==> config.mk <==
export PLATFORM = sky130hd
export DESIGN_NAME = blast_scan_ctrl
export DESIGN_NICKNAME = d
export VERILOG_FILES = /design/src/rtl/blast_scan_ctrl.sv
export SDC_FILE = /design/constraint.sdc
export NUM_CORES = 1
export LEC_CHECK = 0
export CORE_UTILIZATION = 54
export CTS_CLUSTER_SIZE = 16
export DETAILED_ROUTE_END_ITERATION = 10
export PLACE_DENSITY = 0.87
export RECOVER_POWER = 50
export SYNTH_ARGS = -nofsm -noshare
export SYNTH_HDL_FRONTEND = slang
export SYNTH_SLANG_ARGS = --single-unit
==> constraint.sdc <==
create_clock -name clk -period 4.1 [get_ports clk]
set_clock_uncertainty 0.15 [all_clocks]
set_input_delay 0.82 -clock clk [delete_from_list [all_inputs] [get_ports clk]]
set_output_delay 0.82 -clock clk [all_outputs]
set_load 0.01 [all_outputs]
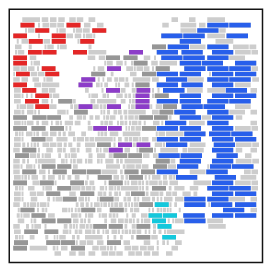
registers.png
Scale: 2 px per µm. Other sequential cells in the stronger gray, the rest of the logic in the fainter gray.
color	netlist name	sequential cells
blue	`fifo_mem`	88
purple	`issue_pos`	16
cyan	`thresh_q`	6
red	`cmp_db`	22
not colored	71
flip-flop and latch power: 2.17 mW
register area: 4940 µm²
flop share of the area: 47.9%

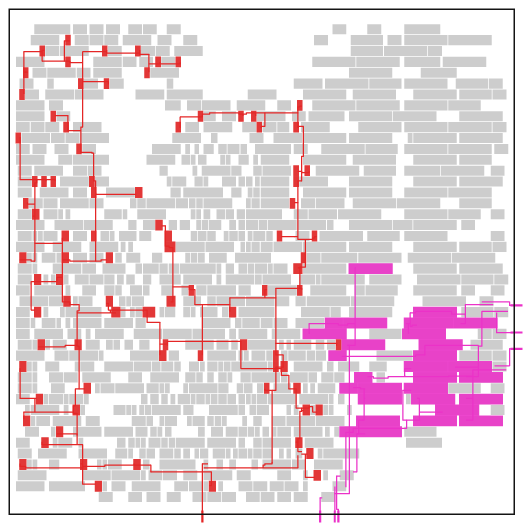
port_nets.png
Scale: 4 px per µm.
color	port	bits	direction	edge	end cells	buffers	wire
red	`rst`	1	input	south	88	2	830 µm
magenta	`cmp_score`	6	input	3 east, 3 south	30	6	372 µm
count of input and output buffers: 127
count of boundary I/O pins: 128

==> reports/highlights.md <==
- **maximum cell stage delay along the critical path** 0.58 ns
- **FP Core Util** 56.1%
- **first drt pass iteration count** 5
- **cell total in the yosys stat output** 705
- **Worst Reg2Reg Path Length in Cells** 8
- **clock distribution area overhead in the final layout** 6.09%
- **critical-path cell list** inv_1 -> ha_1 -> fa_1 -> xnor3_1 -> o211ai_1 -> a21oi_1 -> clkdlybuf4s50_1
- **worst slack after detailed placement** 0.287 ns
- **number of nets in the finished design** 890
- **fmax** 265 MHz
- **clock-pin slew on the worst setup and hold paths** 0.06 ns
- **Final setup viols** 0
- **placeable core region** 14800 µm²
- **cell type group with the largest total delay on the critical path** buffers and inverters
- **synth cell count leaders** sky130_fd_sc_hd__dfxtp_1 (115), sky130_fd_sc_hd__edfxtp_1 (88), sky130_fd_sc_hd__nand2_1 (82)
- **cell chosen for the clock root** sky130_fd_sc_hd__clkbuf_16
- **share of synthesized area occupied by flip-flops and latches** 59.7%
- **area of the multi-input gates** 3080 µm²
- **most numerous logic cell after layout** sky130_fd_sc_hd__dfxtp_1
- **post-cts gate resize count** 0
- **minimum clock period after layout** 3.77 ns
- **Distinct cells, synth** 59
- **buffering stage count on the worst path with inverters included** 2
- **Stages on worst setup path** 7
- **maximum number of pins on one net before global-route repair** 61
- **Routed wire per std cell** 16.2 µm
- **critical path startpoint category** flop
- **combinational share of cell area** 29.8%
- **tightest hold margin** 0.298 ns
- **setup tns final** 0 ns
- **floorplan die width** 126 µm
- **relative max-transition margin** 9.77%
- **Post-Syn Area per Cell** 11.7 µm²
- **detailed-route wire length** 16.7 mm
- **routed vias** 5845
- **Post-Route Utilization** 70.0%
- **signed area change from the synthesized netlist to the final layout** 24.7%
- **most frequent cells in the layout** sky130_fd_sc_hd__dfxtp_1 (115), sky130_fd_sc_hd__edfxtp_1 (88), sky130_fd_sc_hd__nand2_1 (82)
- **main area contributors after synthesis** sky130_fd_sc_hd__edfxtp_1 (32%), sky130_fd_sc_hd__dfxtp_1 (28%), sky130_fd_sc_hd__mux4_2 (6.0%), sky130_fd_sc_hd__mux2i_1 (4.8%), sky130_fd_sc_hd__nand2_1 (3.7%)
- **wire length of the first global-routing pass** 28.0 mm
- **fraction of layout cells with a size suffix above 1** 8.77%
- **netlist area before placement** 8280 µm²
- **Antenna Violating Nets Remaining** 0
- **top-count cell post-synth** sky130_fd_sc_hd__dfxtp_1
- **deepest level of the CTS H-tree** 1
- **die extent in y** 126 µm
- **pwr/cell area** 454 nW/µm²
- **non-clock inverter instance count of the final layout** 28
- **synthesized chip area reported by yosys** 8280 µm²
- **number of clock-tree buffers in the layout** 27
- **total tool warning count** 30
- **tally of yosys warning messages** 0
- **outcome** completed
- **fillcell total** 1044
- **worst-case register-to-register setup slack** 1.00 ns
- **PnR Total Power** 4.68 mW
- **placed cells** 991
- **Registers, synthesis** 203
- **hold depth** 2
- **count of pins over their slew limit** 0
- **site row count** 44
- **Tcrit/Tclk final** 91.9%
- **Hold Vio Cnt, Final** 0
- **signal buffers share of area** 13.0%
- **leakage power of the design** 3.64 nW
- **clock tree from TritonCTS** built
- **Logic Gate Count** 439
- **flip-flop count of the largest register after layout** 88
-- metal layers --
metal	global-route usage, %	wire (µm)
met1	28.3	7440
met2	36.0	7900
met3	5.01	1040
met4	6.09	262
met5	0	0
-- report_power, final --
group / switching [mW] / total, mW / internal (mW)
combinational: 0.381 / 0.792 / 0.410
sequential: 0.0288 / 2.17 / 2.14
clock: 0.728 / 1.72 / 0.995
-- cell families (layout without fill, tap and decap cells) --
group	count (synthesis)	after routing	synth area share, %
flip-flops	203	203	59.7
adder cells (fa/ha/maj)	18	18	2.81
buffers and inverters	63	202	3.17
AND/OR/NAND/NOR	242	242	13.8
multiplexers	64	64	11.1
XOR/XNOR	8	8	1.03
AND-OR/OR-AND	107	107	8.44
No activity file was given, so power comes from the tool's default toggle rates.
